### src/rtl/tmds_rx_decoder.sv
// TMDS receive decoder: word alignment search on control tokens, then 8b/10b-style
// TMDS video/control decode through a two-stage pipeline.
module tmds_rx_decoder #(
    parameter int unsigned SEARCH_TIMEOUT = 2048,
    parameter int unsigned LOCK_TOKENS    = 8,
    parameter int unsigned LOSS_TIMEOUT   = 4096
) (
    input  logic       pixel_clk,
    input  logic       rst,
    input  logic [9:0] raw_word,
    output logic [7:0] data,
    output logic [1:0] ctrl,
    output logic       de,
    output logic       locked,
    output logic [3:0] align_offset,
    output logic       token_seen
);

    localparam int unsigned HW = $clog2(SEARCH_TIMEOUT + 1);
    localparam int unsigned VW = $clog2(LOCK_TOKENS + 1);
    localparam int unsigned LW = $clog2(LOSS_TIMEOUT + 1);

    typedef enum logic [1:0] {StHunt, StVerify, StLocked} state_e;

    state_e          state_q, state_d;
    logic [3:0]      offset_q, offset_d, offset_next;
    logic [HW-1:0]   hunt_cnt_q, hunt_cnt_d;
    logic [VW-1:0]   vfy_cnt_q, vfy_cnt_d;
    logic [LW-1:0]   loss_cnt_q, loss_cnt_d;

    logic [9:0]      raw_prev_q;
    logic [19:0]     window;
    logic [9:0]      aligned;
    logic [9:0]      s1_q;

    logic            tok;
    logic [1:0]      tok_ctrl;
    logic [7:0]      qp;
    logic [7:0]      vid;

    logic [7:0]      data_q;
    logic [1:0]      ctrl_q, ctrl_last_q;
    logic            de_q, locked_q, token_seen_q;

    // Bit 0 is earliest on the wire, so the previous word sits in the low half.
    assign window  = {raw_word, raw_prev_q};
    assign aligned = window[offset_q +: 10];

    always_comb begin
        tok      = 1'b1;
        tok_ctrl = 2'b00;
        case (s1_q)
            10'b1101010100: tok_ctrl = 2'b00;
            10'b0010101011: tok_ctrl = 2'b01;
            10'b0101010100: tok_ctrl = 2'b10;
            10'b1010101011: tok_ctrl = 2'b11;
            default:        tok      = 1'b0;
        endcase
    end

    always_comb begin
        qp     = s1_q[9] ? ~s1_q[7:0] : s1_q[7:0];
        vid    = '0;
        vid[0] = qp[0];
        for (int i = 1; i < 8; i++) begin
            vid[i] = s1_q[8] ? (qp[i] ^ qp[i-1]) : ~(qp[i] ^ qp[i-1]);
        end
    end

    assign offset_next = (offset_q == 4'd9) ? 4'd0 : offset_q + 4'd1;

    always_comb begin
        state_d    = state_q;
        offset_d   = offset_q;
        hunt_cnt_d = hunt_cnt_q;
        vfy_cnt_d  = vfy_cnt_q;
        loss_cnt_d = loss_cnt_q;
        unique case (state_q)
            StHunt: begin
                // A token wins over a coincident search timeout.
                if (tok) begin
                    hunt_cnt_d = '0;
                    if (LOCK_TOKENS <= 1) begin
                        state_d    = StLocked;
                        loss_cnt_d = '0;
                    end else begin
                        state_d   = StVerify;
                        vfy_cnt_d = VW'(1);
                    end
                end else if (hunt_cnt_q == HW'(SEARCH_TIMEOUT - 1)) begin
                    offset_d   = offset_next;
                    hunt_cnt_d = '0;
                end else begin
                    hunt_cnt_d = hunt_cnt_q + 1'b1;
                end
            end
            StVerify: begin
                if (tok) begin
                    if (vfy_cnt_q == VW'(LOCK_TOKENS - 1)) begin
                        state_d    = StLocked;
                        vfy_cnt_d  = '0;
                        loss_cnt_d = '0;
                    end else begin
                        vfy_cnt_d = vfy_cnt_q + 1'b1;
                    end
                end else begin
                    state_d    = StHunt;
                    offset_d   = offset_next;
                    vfy_cnt_d  = '0;
                    hunt_cnt_d = '0;
                end
            end
            StLocked: begin
                if (tok) begin
                    loss_cnt_d = '0;
                end else if (loss_cnt_q == LW'(LOSS_TIMEOUT - 1)) begin
                    state_d    = StHunt;
                    loss_cnt_d = '0;
                    hunt_cnt_d = '0;
                end else begin
                    loss_cnt_d = loss_cnt_q + 1'b1;
                end
            end
            default: state_d = StHunt;
        endcase
    end

    always_ff @(posedge pixel_clk) begin
        if (rst) begin
            state_q    <= StHunt;
            offset_q   <= '0;
            hunt_cnt_q <= '0;
            vfy_cnt_q  <= '0;
            loss_cnt_q <= '0;
            raw_prev_q <= '0;
            s1_q       <= '0;
        end else begin
            state_q    <= state_d;
            offset_q   <= offset_d;
            hunt_cnt_q <= hunt_cnt_d;
            vfy_cnt_q  <= vfy_cnt_d;
            loss_cnt_q <= loss_cnt_d;
            raw_prev_q <= raw_word;
            s1_q       <= aligned;
        end
    end

    // Stage 2: outputs are gated by the state the word was judged in, so locked and de agree.
    always_ff @(posedge pixel_clk) begin
        if (rst) begin
            data_q       <= '0;
            ctrl_q       <= '0;
            ctrl_last_q  <= '0;
            de_q         <= 1'b0;
            locked_q     <= 1'b0;
            token_seen_q <= 1'b0;
        end else begin
            token_seen_q <= tok;
            locked_q     <= (state_q == StLocked);
            if (tok) begin
                ctrl_last_q <= tok_ctrl;
            end
            if (state_q == StLocked) begin
                de_q   <= ~tok;
                data_q <= tok ? 8'h00 : vid;
                ctrl_q <= tok ? tok_ctrl : ctrl_last_q;
            end else begin
                de_q   <= 1'b0;
                data_q <= '0;
                ctrl_q <= '0;
            end
        end
    end

    assign data         = data_q;
    assign ctrl         = ctrl_q;
    assign de           = de_q;
    assign locked       = locked_q;
    assign align_offset = offset_q;
    assign token_seen   = token_seen_q;

endmodule

### config.mk
export PLATFORM = sky130hd
export DESIGN_NAME = tmds_rx_decoder
export DESIGN_NICKNAME = d
export VERILOG_FILES = /design/src/rtl/tmds_rx_decoder.sv
export SDC_FILE = /design/constraint.sdc
export NUM_CORES = 1
export LEC_CHECK = 0
export ABC_AREA = 1
export CORE_ASPECT_RATIO = 0.6
export CORE_MARGIN = 10
export CORE_UTILIZATION = 51
export CTS_BUF_LIST = sky130_fd_sc_hd__clkbuf_4
export CTS_CLUSTER_DIAMETER = 50
export DETAILED_ROUTE_END_ITERATION = 8
export DONT_BUFFER_PORTS = 1
export PLACE_DENSITY = 0.62
export SLEW_MARGIN = 20
export SYNTH_ARGS = -nofsm -noshare
export SYNTH_HDL_FRONTEND = slang
export SYNTH_SLANG_ARGS = --single-unit
### constraint.sdc
create_clock -name pixel_clk -period 4.7 [get_ports pixel_clk]
set_input_delay 0.94 -clock pixel_clk [delete_from_list [all_inputs] [get_ports pixel_clk]]
set_output_delay 0.94 -clock pixel_clk [all_outputs]
set_load 0.1 [all_outputs]
**Close-up of the layout**

Scale bar: 5 um. Window x 91 to 111, y 56 to 76 um. Cells in grey, sequential cells in the stronger grey; small squares are vias.
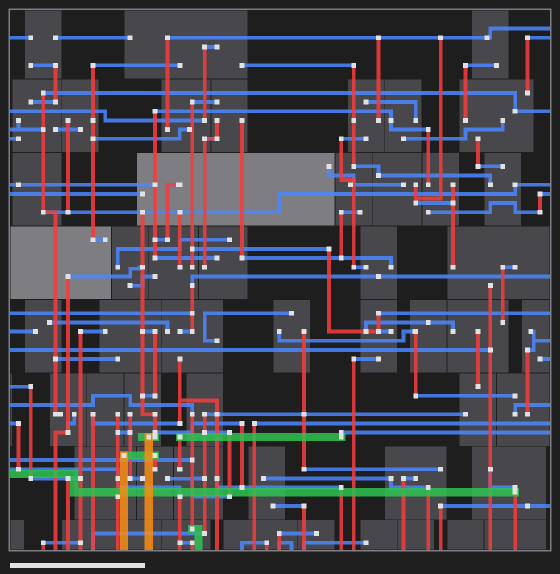
Key: green = metal 3; blue = metal 1; red = metal 2; orange = metal 4
42 logic cells have their middle in the window. Netlist names of flops here include loss_cnt_q (2). Sequential cells in the window: 2. Most frequent: nor2_1 (9), nand2_1 (7), inv_1 (5).

**Metal 1**

Scale bar: 50 um.
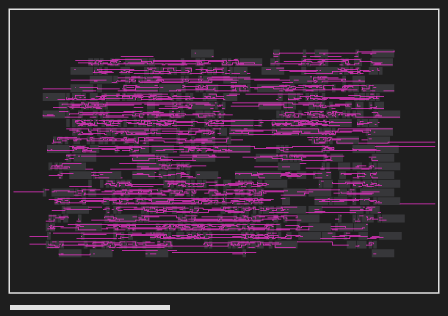
580 nets have wire on it. The longest straight run is 52.0 um.

==> flow_summary.ini <==
; flow metrics
[outcome]
run_status = finished clean

[sta]
clock-skew-final_ps = 17.6
hold_viol = 0
hold_ws_ps = 486
period_used_pct = 51.6
slew_violations = 0

[floorplan]
core_area_um2 = 7420
chip_area_um2 = 11900
taps = 104

[place]
dpl_cell_area_um2 = 4020
routabilityCongestion = 0.918

[detailed_routing]
postRouteAntennaNets = 0
dr.pass1.iters = 5
avgRoutedWirePerCell_um = 13.5
viasPerCell = 5.16
routed.top_layer = met4
wl_met3_um = 908

[yosys]
syn-cell-area_um2 = 3980
yosysTopAreaCell = dfxtp_1
topCombFamilyByArea = simple AND/OR/NAND/NOR gates
yosys-top-cells-area = dfxtp_1 (35%), nand2_1 (16%), nor2_1 (7.1%)
yosysWarnings = 0
yosys_area_um2 = 3980
edf_count = 0
simple_gate_share_pct = 35.2
ys_dominant_reg_cell = dfxtp_1

[cells_and_area]
reg.largest.list = loss_cnt_q: 13 flops, hunt_cnt_q: 12 flops
sh_comb_area_pct = 53.0
seqCellArea_um2 = 1400

[clocking]
cts_resized = 0
clock_sinks = 70
cts_made_buffers = 9
insertion_delay_ps = 440
cts_hold_buf = 0

[pwr]
p_sw_uw = 363
intPower_uw = 829
p_leak_uw = 0.00174
p_seq_uw = 645
seqPwrFrac_pct = 54.1
powerClk_uw = 378
power_leader = registers
p_sw_share_pct = 30.5

[global_route]
grt_use_met3_pct = 6.22
grt_remaining_overflow = 0
grt_busiest_layer = met1
first_global_vias = 3171

[worst_hold_path]
hp-start = loss_cnt_q[10]$_SDFFE_PP0P_
hold_end = loss_cnt_q[10]$_SDFFE_PP0P_

[worst_setup_path]
worst-path-max-fanout = 5
critical_path_class = register to output port
**Signal wires by layer**

Scale bar: 50 um. Only two layers are drawn.
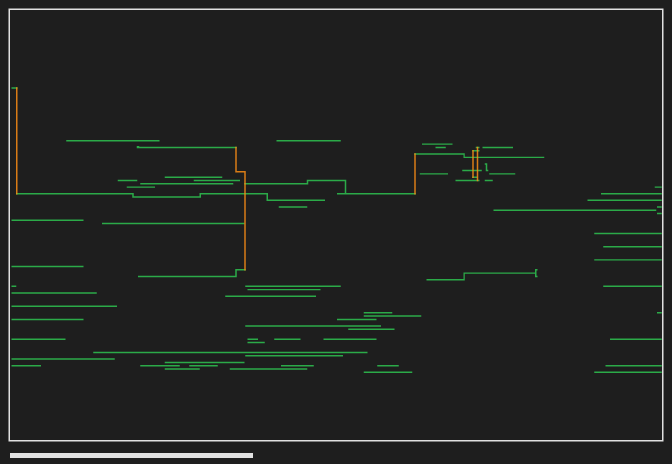
Key: orange = metal 4 [wire length 69.2 um]; green = metal 3 [wire length 909 um]

